File: config.mk
export PLATFORM = sky130hd
export DESIGN_NAME = seq_ctrl
export DESIGN_NICKNAME = d
export VERILOG_FILES = /design/src/rtl/seq_pkg.sv /design/src/rtl/seq_ptr.sv /design/src/rtl/seq_ctrl.sv
export SDC_FILE = /design/constraint.sdc
export NUM_CORES = 1
export LEC_CHECK = 0
export ABC_AREA = 1
export CORE_MARGIN = 2
export CORE_UTILIZATION = 30
export CTS_CLUSTER_SIZE = 25
export DETAILED_ROUTE_END_ITERATION = 16
export PLACE_DENSITY = 0.61
export SYNTH_ARGS = -nofsm -noshare
export SYNTH_HDL_FRONTEND = slang
export SYNTH_SLANG_ARGS = --single-unit
File: constraint.sdc
create_clock -name clk -period 3.9 [get_ports clk]
set_input_delay 0.78 -clock clk [delete_from_list [all_inputs] [get_ports clk]]
set_output_delay 0.78 -clock clk [all_outputs]
set_load 0.05 [all_outputs]
File: src/rtl/seq_pkg.sv
// Shared constants for the pattern sequencer: default geometry and FSM encodings.
package seq_pkg;

   localparam int DEPTH_W_DEF = 4;
   localparam int DATA_W_DEF  = 2;

   localparam logic [1:0] S_IDLE  = 2'd0;
   localparam logic [1:0] S_READY = 2'd1;
   localparam logic [1:0] S_PLAY  = 2'd2;

endpackage

File: src/rtl/seq_ptr.sv
// Playback pointer: restarts at step 0, advances once per issued read and wraps
// after the last recorded step; `last` flags the terminal step for one-shot stop.
module seq_ptr
   import seq_pkg::*;
#(
   parameter int DEPTH_W = DEPTH_W_DEF
) (
   input  logic               clk,
   input  logic               rst_n,
   input  logic               restart,
   input  logic               advance,
   input  logic [DEPTH_W:0]   len,
   output logic [DEPTH_W-1:0] ptr,
   output logic               last
);

   localparam int LEN_W = DEPTH_W + 1;

   // Compared at full length width so len == 2**DEPTH_W still terminates at the top address.
   assign last = ({1'b0, ptr} == (len - LEN_W'(1)));

   always_ff @(posedge clk) begin
      if (!rst_n) begin
         ptr <= '0;
      end else if (restart) begin
         ptr <= '0;
      end else if (advance) begin
         ptr <= last ? '0 : ptr + DEPTH_W'(1);
      end
   end

endmodule

File: src/rtl/seq_ctrl.sv
// Pattern sequencer controller: schedules the pattern RAM write (record) and read
// (tick-paced playback) ports. Optional one-shot playback: SEQ_CTRL_ONESHOT_EN.
//
// state   | meaning
// S_IDLE  | nothing recorded (len == 0)
// S_READY | steps recorded, playback stopped
// S_PLAY  | playback running, one RAM read per tick
module seq_ctrl
   import seq_pkg::*;
#(
   parameter int DEPTH_W = DEPTH_W_DEF,
   parameter int DATA_W  = DATA_W_DEF
) (
   input  logic               clk,
   input  logic               rst_n,
   input  logic               tick,
   input  logic               rec,
   input  logic [DATA_W-1:0]  pat_in,
   input  logic               play_tgl,
   input  logic               clr,
   output logic               mem_w_en,
   output logic [DEPTH_W-1:0] mem_w_addr,
   output logic [DATA_W-1:0]  mem_w_data,
   output logic               mem_r_en,
   output logic [DEPTH_W-1:0] mem_r_addr,
   input  logic [DATA_W-1:0]  mem_r_data,
   output logic [DATA_W-1:0]  out,
   output logic [DEPTH_W:0]   len,
   output logic               full,
   output logic               playing
);

   localparam int LEN_W = DEPTH_W + 1;
   localparam logic [LEN_W-1:0] CAP = LEN_W'(2**DEPTH_W);

`ifdef SEQ_CTRL_ONESHOT_EN
   localparam bit ONESHOT = 1'b1;
`else
   localparam bit ONESHOT = 1'b0;
`endif

   logic [1:0]         state;
   logic               rd_pend;
   logic [DEPTH_W-1:0] ptr;
   logic               ptr_last;
   logic               is_play;
   logic               tgl_act;
   logic               rec_act;
   logic               tick_act;
   logic               start;

   assign is_play  = (state == S_PLAY);
   assign full     = (len == CAP);
   assign playing  = is_play;

   // clr masks everything, play_tgl masks rec and tick
   assign tgl_act  = !clr && play_tgl;
   assign rec_act  = !clr && !play_tgl && rec && !is_play && !full;
   assign tick_act = !clr && !play_tgl && tick && is_play;
   assign start    = tgl_act && (state == S_READY);

   assign mem_w_en   = rec_act;
   assign mem_w_addr = len[DEPTH_W-1:0];
   assign mem_w_data = pat_in;
   assign mem_r_en   = tick_act;
   assign mem_r_addr = ptr;

   seq_ptr #(.DEPTH_W(DEPTH_W)) u_ptr (
      .clk     (clk),
      .rst_n   (rst_n),
      .restart (clr || start),
      .advance (tick_act),
      .len     (len),
      .ptr     (ptr),
      .last    (ptr_last)
   );

   always_ff @(posedge clk) begin
      if (!rst_n) begin
         state   <= S_IDLE;
         len     <= '0;
         out     <= '0;
         rd_pend <= 1'b0;
      end else if (clr) begin
         state   <= S_IDLE;
         len     <= '0;
         out     <= '0;
         rd_pend <= 1'b0;
      end else begin
         // an in-flight read still lands after a stop
         rd_pend <= tick_act;
         if (rd_pend) begin
            out <= mem_r_data;
         end
         if (rec_act) begin
            len <= len + LEN_W'(1);
         end
         case (state)
            S_IDLE: begin
               if (rec_act) begin
                  state <= S_READY;
               end
            end
            S_READY: begin
               if (tgl_act) begin
                  state <= S_PLAY;
               end
            end
            S_PLAY: begin
               if (tgl_act) begin
                  state <= S_READY;
               end else if (tick_act && ONESHOT && ptr_last) begin
                  state <= S_READY;
               end
            end
            default: state <= S_IDLE;
         endcase
      end
   end

endmodule

==> ci_impl_report.md <==
## Implementation flow summary

| Metric | Value |
|---|---|
| Multi-input logic portion of the cell area | 39.6% |
| Chip width | 57.9 um |
| Site Rows | 19 |
| Fp_density | 31.6% |
| Hold bufs inserted after CTS | 0 |
| Num ports | 31 |
| Main area contributors | dfxtp_1 (32%), nand2_1 (18%), inv_1 (7.8%) |
| Inverter count | 21 |
| Initial DRC Count | 23 |
| Dominant Register Cell | dfxtp_1 |
| Pre-CTS setup slack | 0.560 ns |
| Most frequent cells in the layout | nand2_1 (41), clkdlybuf4s50_1 (26), inv_1 (18) |
| Largest net degree at the start of global routing | 11 |
| Post-synthesis average cell area | 6.60 um^2 |
| Outcome | completed |
| Final period util | 85.3% |
| FILL cells | 312 |
| Hold Path Class | flop to flop |
| Hold depth | 2 |
| Mux area share | 0% |
| Global-route usage over all layers | 12.7% |
| Cells after DPL | 182 |
| Yosys stat area | 871 um^2 |
| Crit end category | primary output |
| CTS tree | built |
| Syn nets | 145 |
| Complex Gates by Area | 6.90% |
## state kept, by name, indices dropped and copies added, names as in the netlist
register,cells
u_ptr.ptr,4
len,5
state,2
rd_pend,1
out,2
## critical path: stages
cell and delay [ns]:
clkdlybuf4s50_1 0.42, nor2_1 0.14, nand2_1 0.06, nor2_1 0.11, nand2_2 0.14, inv_2 0.11
clkdlybuf4s50_1 0.80
## worst paths after layout
kind	endpoint	slack, ns
worst max-delay path	mem_w_en	0.57
worst min-delay path	out[0]	0.47
worst max register to register	u_ptr.ptr[0]	2.27
worst min register to register	out[0]	0.47
## metal layers
layer  share of wire [%]  up-vias
met3                 7.0        2
met4                0.86        0
li1                    -      443
met5                   0        -
met1                  46      360
met2                  46       27
## power breakdown
part	switching [mW]	internal, mW
logic	0.0166	0.0127
registers	0.00110	0.144
clock network	0.0523	0.0568
### Pin placement

Drawn at 8 px/um. Pins as bars across the die edge, other pins in grey.
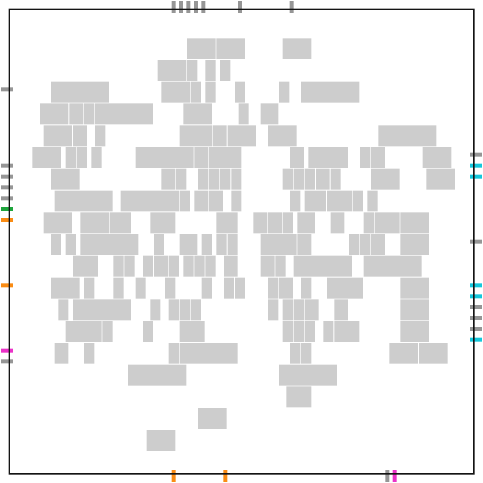
| colour | port | pins | direction | edge |
|---|---|---|---|---|
| magenta | mem_w_data | 2 | output | 1 left, 1 bottom |
| cyan | len | 5 | output | right |
| green | mem_r_en | 1 | output | left |
| orange | mem_r_addr | 4 | output | 2 bottom, 2 left |

### Register map, names as in the netlist

Drawn at 4 px/um.
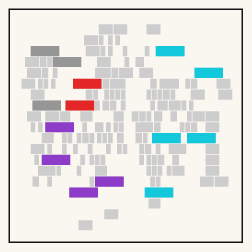
| colour | name in the netlist | flops |
|---|---|---|
| red | state | 2 |
| cyan | len | 5 |
| purple | u_ptr.ptr | 4 |

### Zoomed window

Window x 16 to 41, y 5 to 30 um. Cells in grey, sequential cells in the stronger grey; small squares are vias.
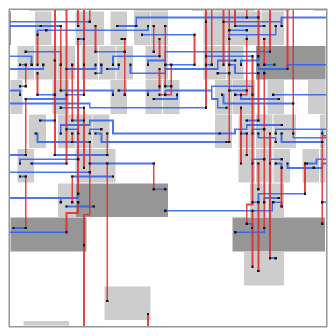
| colour | layer |
|---|---|
| blue | met1 |
| red | met2 |
cells with their middle in the window: 47
sequential cells in the window: 4
netlist names of flops here include: len (2), u_ptr.ptr (2)
most frequent: nand2_1 (19), inv_1 (8), nor2_1 (5)

### Routing congestion

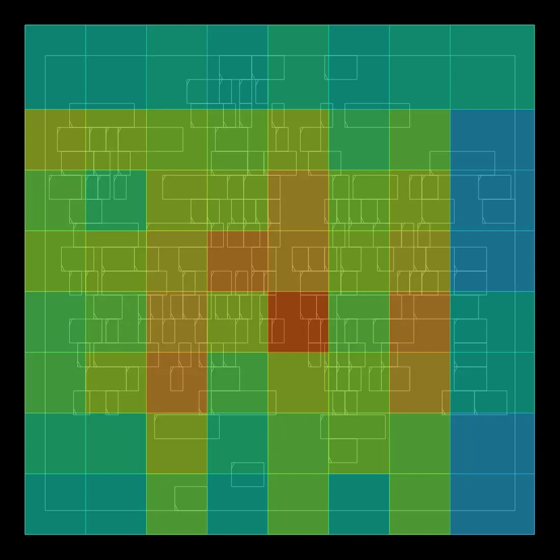
post-layout util: 41.7%
grt met1 use: 17.0%

Power figures rest on the tool's default switching activity, not on a simulated workload.
